run_1/metal_stack.png
(2 px per um) Only two layers are drawn.
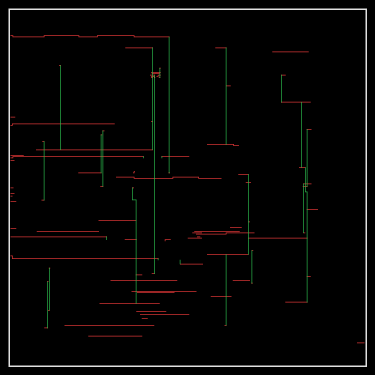
run_1/wire_density.png
(1.5 px per um) The die is cut into 36 by 36 equal tiles; dark purple is low, yellow is high, scaled to the fullest tile. Values are wire area over tile area, all layers added.
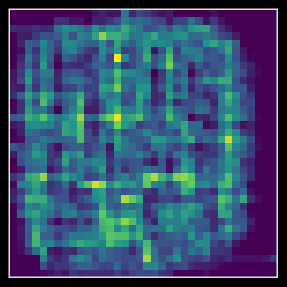
run_1/final_placement.png
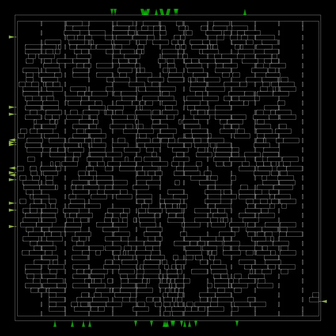
--- config.mk ---
export PLATFORM = sky130hd
export DESIGN_NAME = golden_table
export DESIGN_NICKNAME = d
export VERILOG_FILES = /design/src/rtl/golden_table.sv
export SDC_FILE = /design/constraint.sdc
export NUM_CORES = 1
export LEC_CHECK = 0
export CAP_MARGIN = 30
export CELL_PAD_IN_SITES_DETAIL_PLACEMENT = 0
export CELL_PAD_IN_SITES_GLOBAL_PLACEMENT = 1
export CORE_MARGIN = 1
export CORE_UTILIZATION = 40
export CTS_BUF_LIST = sky130_fd_sc_hd__clkbuf_16
export DETAILED_ROUTE_END_ITERATION = 16
export HOLD_SLACK_MARGIN = 0.1
export PLACE_DENSITY = 0.6
export SLEW_MARGIN = 25
export SYNTH_ARGS = -nofsm -noshare
export SYNTH_HDL_FRONTEND = slang
export SYNTH_SLANG_ARGS = --single-unit
--- constraint.sdc ---
create_clock -name clk -period 4.65 [get_ports clk]
set_input_delay 0.465 -clock clk [delete_from_list [all_inputs] [get_ports clk]]
set_output_delay 0.465 -clock clk [all_outputs]
set_load 0.05 [all_outputs]
--- src/rtl/golden_table.sv ---
// Golden register table: one {care, data} entry per architectural register,
// synchronous write, combinational read. Out-of-range accesses are ignored / read as 0.
module golden_table #(
   parameter int unsigned NUM_REGS = 16,
   parameter int unsigned DATA_W   = 16,
   parameter int unsigned ADDR_W   = 4
) (
   input  logic              clk,
   input  logic              rst_n,
   input  logic              we,
   input  logic [ADDR_W-1:0] waddr,
   input  logic [DATA_W-1:0] wdata,
   input  logic              wcare,
   input  logic [ADDR_W-1:0] raddr,
   output logic [DATA_W-1:0] rdata,
   output logic              rcare
);

   localparam logic [ADDR_W:0] NumRegsW = (ADDR_W + 1)'(NUM_REGS);

   logic [DATA_W:0] mem_q [NUM_REGS];
   logic            wr_ok;
   logic            rd_ok;
   logic [DATA_W:0] entry;

   assign wr_ok = we && ({1'b0, waddr} < NumRegsW);
   assign rd_ok = {1'b0, raddr} < NumRegsW;

   always_ff @(posedge clk or negedge rst_n) begin
      if (!rst_n) begin
         for (int i = 0; i < int'(NUM_REGS); i++) begin
            mem_q[i] <= '0;
         end
      end else if (wr_ok) begin
         mem_q[waddr] <= {wcare, wdata};
      end
   end

   assign entry = rd_ok ? mem_q[raddr] : '0;
   assign rcare = entry[DATA_W];
   assign rdata = entry[DATA_W-1:0];

endmodule

==> run summary, run 1 <==
Results of the implementation run.

The total of hold buffers inserted after clock tree synthesis is 1. The count of nets left with antenna violations once routing finished came out at 0. The global-route usage over all layers is 20.60%. The final RePlAce weighted congestion is 0.7106. Counting buffers and inverters, the worst setup path is 7 cells deep.

The number of antenna violations at the first check in global routing is 3. The smallest hold slack is 0.3653 ns. The headroom to the max-slew limit is 39.41%. The number of distinct standard cells referenced by the synthesized netlist came out at 26. The number of input and output port buffers inserted came out at 44. The detailed-router iteration count before antenna repair came out at 4. The switching part of the total came out at 26.09%. The proportion of synthesized chip area in sequential cells is 55.13%.

For this run, the number of Yosys warnings is 0. The flip-flop and latch count after synthesis is 272. The largest fanout on the critical path is 23. The worst-case vdd ir drop came out at 0.0002947 V. The placement-stage worst setup slack is 1.224 ns. The commonest register cell after synthesis is dfrtp_1. Across the run, the number of max-cap violations was 0. The setup slack of the worst register-to-register path came out at 3.87 ns.

In the post-synthesis netlist, the biggest area contributors are dfrtp_1, mux2_2, mux4_2, a22oi_1, mux2_4. The net switching component of the power is 0.001791 W. The kind of cell with the highest combined delay along the critical path is buffers and inverters.

Counting flops with a built-in enable in the synthesized netlist gives 0. The cell count listed in synth_stat.txt came out at 754. The tree is rooted in a clkbuf_16. The number of cells traversed by the worst register-to-register path is 1. The kind of end point of the critical path is an output port.

In this run the standard cell core region covers 30030 um2. After technology mapping, the gate count stands at 754. The number of nets at the end of the flow came out at 827. The via count of the first global-routing pass came to 7617. The slowest stage of the critical path is the clkdlybuf4s50_1 cell. The clock-pin slew reported for the worst setup and hold paths after clock tree synthesis came out at 0.06 ns. The number of fill cells came out at 2508.

The maximum clock rate is 296.4 MHz. Per the detail_route report, the via count comes to 6761. The leakage power came out at 6.014 nW. The floorplan step records an initial core utilization of 41.11%. The slew at the pin closest to its max-slew limit is 0.9079 ns. Setup repair after global routing left no endpoint under its margin. The setup slack after layout is 1.277 ns. The endpoint required time on the critical path came out at 4.18 ns.

The starting DRC count in detailed routing is 409. Recorded from the global router log, the overflow total was 0. The number of buffers on the longest clock path is 3.

In this run, power in flip-flops and latches comes to 0.00319 W. The total clock buffers created by CTS is 31. The net count after synthesis is 782.

The main power-consuming group is registers. The average size of a mapped cell came out at 16.38 um2. According to the hold report, the worst path is of the input port to async pin type. The first global-routing pass estimated 47.75 mm of wire. The run finished with clean final reports.

Power spread over the standard cell area amounts to 482.6 nW/um2. The total buffers and inverters traversed by the critical path came out at 4. The number of max-slew violations in the final report is 0.
-- metal_stack.png (at the start) --
[green] met4 | wire length: 758 um
[red] met3 | wire length: 1060 um

-- wire_density.png (at the start) --
tiles over half the peak: 14%
fullest tile: 0.54
mean over tiles: 0.15

-- final_placement.png (at the start) --
register share of the cell area: 47.86%
number of core rows: 63
tapcells inserted: 390

run 1: cells by family (layout without fill, tap and decap cells):
kind of cell,count (synthesis),count (layout),synth area share (%)
multiplexers,340,340,37.52
flip-flops,272,272,55.13
buffers and inverters,62,131,2.777
AND-OR/OR-AND,34,34,2.067
AND/OR/NAND/NOR,46,46,2.513
other,0,1,0
run 1: routing by layer:
layer | share of wire [%] | vias to the layer above | GRT usage [%]
li1 | - | 2918 | -
met3 | 3.5 | 56 | 3.192
met2 | 52 | 118 | 36.20
met1 | 42 | 3663 | 26.53
met4 | 2.5 | 6 | 5.164
met5 | 0.094 | - | 0
run 1: worst max-delay path by stage:
stage,from,to
floorplan,raddr[0],rdata[10]
global placement,raddr[3],rdata[12]
detailed placement,raddr[0],rdata[0]
CTS,raddr[0],rdata[0]
global route,raddr[0],rdata[0]
finish,raddr[0],rdata[0]
run 1: layout make-up:
class / instances / area [um2] / area share, %
Antenna cell: 1 / 2.502 / 0.01759
Clock buffer: 31 / 775.7 / 5.454
Timing Repair Buffer: 74 / 723.2 / 5.085
Sequential cell: 272 / 6807 / 47.86
Tap cell: 390 / 488.0 / 3.431
Multi-Input combinational cell: 420 / 5231 / 36.78
Clock inverter: 26 / 195.2 / 1.372
run 1: placed cells by master, fill, tap and decap left out, types with 6 or more instances in the layout:
cell type and instances:
mux4_2 68, nor2_2 7, mux2_4 10, clkdlybuf4s50_1 41, clkbuf_16 31, nor3_4 6, nand2_1 18, mux2_2 262
buf_4 26, a22oi_1 34, dfrtp_1 272, clkinv_2 8, clkinv_1 10
run 1: stage by stage:
step                      power [W]  util, %  instances
after floorplan            0.004160        -        754
after global placement     0.004505    43.99       1154
after detailed placement   0.004582    43.99       1154
after CTS                  0.006938    47.26       1212
after global routing       0.007200    47.35       1213
final                      0.006863    47.36       1214
==> inputs of run 2 (changes only) <==
PLACE_DENSITY = 0.63   (was 0.6)
clock period = 3 ns   (was 4.65 ns; I/O delays follow)
run_2/gate_families.png
(2 px per um)
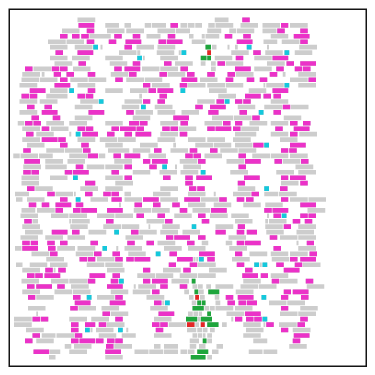
[cyan] inverting AOI/OAI gates | cells: 34 | most used: a22oi_1
[green] NOR gates | cells: 16 | most used: nor2_2
[magenta] multiplexers | cells: 340 | most used: mux2_2 | where: widely spread
[red] AND and OR gates | cells: 4 | most used: or3_1

==> run 2 against run 1 <==
Combinational power rose by 69%. Synthesized area did not move. Die size did not move. First-iteration DRC count fell by 1.5%. Setup slack got worse by 0.59 ns. Count of clock-buffer cells in the layout did not move. Register-to-register slack got worse by 1.7 ns. Clock skew did not move. Sequential cell count did not move. Critical endpoint is now rdata[14]. Largest power group unchanged.
==> run summary, run 2 <==
Results of the implementation run.

The slowest stage of the critical path is the mux4_2 cell. The number of maximum-capacitance constraint violations is 0. The combinational gate area is 5230 um2. The total of hold buffers inserted after clock tree synthesis came out at 1. The row count came out at 63. Per STA, the endpoint of the critical path is rdata[14]. The area share of fa/ha/maj cells after synthesis came out at 0%. The power density over cell area is 760.7 nW/um2. According to the floorplan report, the die height is 177.7 um. Once detailed placement completed, the half-perimeter wirelength came to 17.72 mm.

The number of cells traversed by the worst register-to-register path came out at 1. The total number of H-tree levels is 1. The setup slack of the worst register-to-register path came out at 2.22 ns.

The maximum clock rate is 432.1 MHz. The cell-mix breakdown from Yosys lists the XOR/XNOR area share as 0%. The register cell area after layout came out at 6807 um2. STA lists the startpoint of the worst register-to-register path as mem_q[237]. The total overflow left after global routing is 0. At the floorplan stage, the core utilization is reported as 41.11%. The cell count listed in synth_stat.txt came out at 754. The endpoint required time on the critical path is 2.70 ns. The wire length of the first global-routing pass is 48.37 mm. The worst setup path is captured at an output port.

Synthesis produced a netlist with a net count of 782. The count of yosys warnings during synthesis came out at 0. The transition time recorded at the tightest slew-check pin is 0.7579 ns.

The number of instances in the synthesized netlist is 754. CTS placed an instance of clkbuf_16 at the clock tree root. The number of max-slew violations in the final report is 0. All stages included, the depth of the critical timing path comes to 4.

The largest family of logic cells by area is multiplexers. The main area contributors are dfrtp_1, mux2_2, mux4_2, a22oi_1, mux2_4. The detailed router finished its first iteration with 403 violations.

In the final layout, the share of cells above drive strength 1 is 55.35%. The post-synth register bit count is 272. The cell-mix breakdown from Yosys lists the simple-gate area share as 2.513%. The number of buffers on the longest clock path is 3. For reference, the top cells by count after synthesis are dfrtp_1, mux2_2, mux4_2. The overall via count from detail_route came out at 6815.

For reference, the post-synthesis area per instance comes to 16.38 um2. The global-route usage over all layers is 20.64%. On the reported timing paths, the clock transition at the registers reads 0.07 ns. The number of nets at the end of the flow came out at 827.

45 I/O pins were placed. The proportion of synthesized chip area in sequential cells came out at 55.13%. The number of distinct standard cells referenced by the synthesized netlist is 26.

The total buffers and inverters traversed by the critical path is 1. By instance count, the leading cell after synthesis is dfrtp_1. Setup repair after global routing left no endpoint under its margin. The number of fill cells came out at 2489.

The clock period minus worst slack came out at 2.314 ns. The detailed-router iteration count before antenna repair came out at 6. The core box area came out at 30030 um2. The leakage power is 6.163 nW. The headroom to the max-slew limit came out at 49.48%. The commonest register cell after synthesis is dfrtp_1.

The total power after layout came out at 0.01102 W. The top cell types in the final layout, fill and taps aside, are dfrtp_1, mux2_2, mux4_2. The post-synth count of flops with an enable pin is 0.

The final hold violation count is 0. The via count of the first global-routing pass is 7866. The fraction of the mapped netlist area in compound gates came out at 2.067%.

The run finished with clean final reports. The mux cell area share after synthesis is 37.52%. The most numerous logic cell after layout is dfrtp_1. The final RePlAce weighted congestion came out at 0.7290.

Grouping stages by cell kind, the critical path spends the most delay in multiplexers. The post-detailed-route count of antenna-violating nets came out at 0. The number of input and output port buffers inserted came out at 44. Buffers inserted during clock tree synthesis total 30. The number of antenna violations at the first check in global routing came to 2.

According to the timing report, the critical path is launched from mem_q[269]. The worst hold-check path type is input port to async pin. The worst-case vdd ir drop is 0.0004207 V.

The largest fanout on the critical path is 2.
run_2/zoom.png
Window x 74 to 104, y 74 to 104 um. Cells in grey, sequential cells in the stronger grey; small squares are vias.
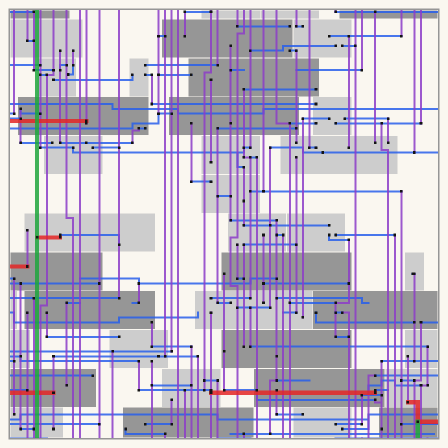
[purple] met2
[blue] met1
[green] met4
[red] met3
sequential cells in the window: 12
cells with their middle in the window: 30
most frequent: dfrtp_1 (12), mux2_2 (10), mux4_2 (3)
netlist names of flops here include: mem_q (12)

-- run 2: cell counts after synthesis --
No cell type changed its count.
-- run 2: worst min path at each step --
stage / start / end / slack (ns) / cells past startpoint
after floorplan: rst_n / mem_q[0] / 0.004 / 0
after global placement: rst_n / mem_q[120] / 0.36 / 1
after detailed placement: rst_n / mem_q[18] / 0.38 / 1
after CTS: rst_n / mem_q[118] / 0.39 / 2
after global routing: rst_n / mem_q[18] / 0.44 / 2
final: rst_n / mem_q[18] / 0.36 / 2
-- run 2: report_power, final --
| group | switching (W) | internal, W |
|---|---|---|
| registers | 0.000410 | 0.00452 |
| logic | 0.000911 | 0.00135 |
| clock network | 0.00146 | 0.00237 |
| total | 0.00278 | 0.00824 |
-- run 2: stage by stage --
stage	std cells	area [um2]	worst slack [ns]	util [%]	hold WS, ns
6_report	1214	14490	0.6858	48.23	0.3619
2_1_floorplan	754	12350	0.8133	-	0.004409
5_1_grt	1212	14480	0.6048	48.21	0.4370
3_5_place_dp	1156	13430	0.5343	44.73	0.3762
3_3_place_gp	1156	13430	0.5876	44.73	0.3573
4_1_cts	1212	14480	0.6533	48.21	0.3918
-- run 2: layer usage --
layer	vias to the layer above	track usage, %	share of wire [%]
li1	2909	-	-
met1	3744	26.39	42
met2	119	36.82	53
met3	43	2.828	3.9
met4	0	5.093	1.9
met5	-	0	0
-- run 2: area by class of cell --
cell class | count | share of cell area, %
multi-input combinational | 420 | 36.11
antenna | 2 | 0.03455
tap | 390 | 3.369
sequential | 272 | 46.99
clock inverter | 24 | 1.805
clock buffer | 31 | 5.355
timing repair buffer | 75 | 6.340
Power figures rest on the tool's default switching activity, not on a simulated workload.
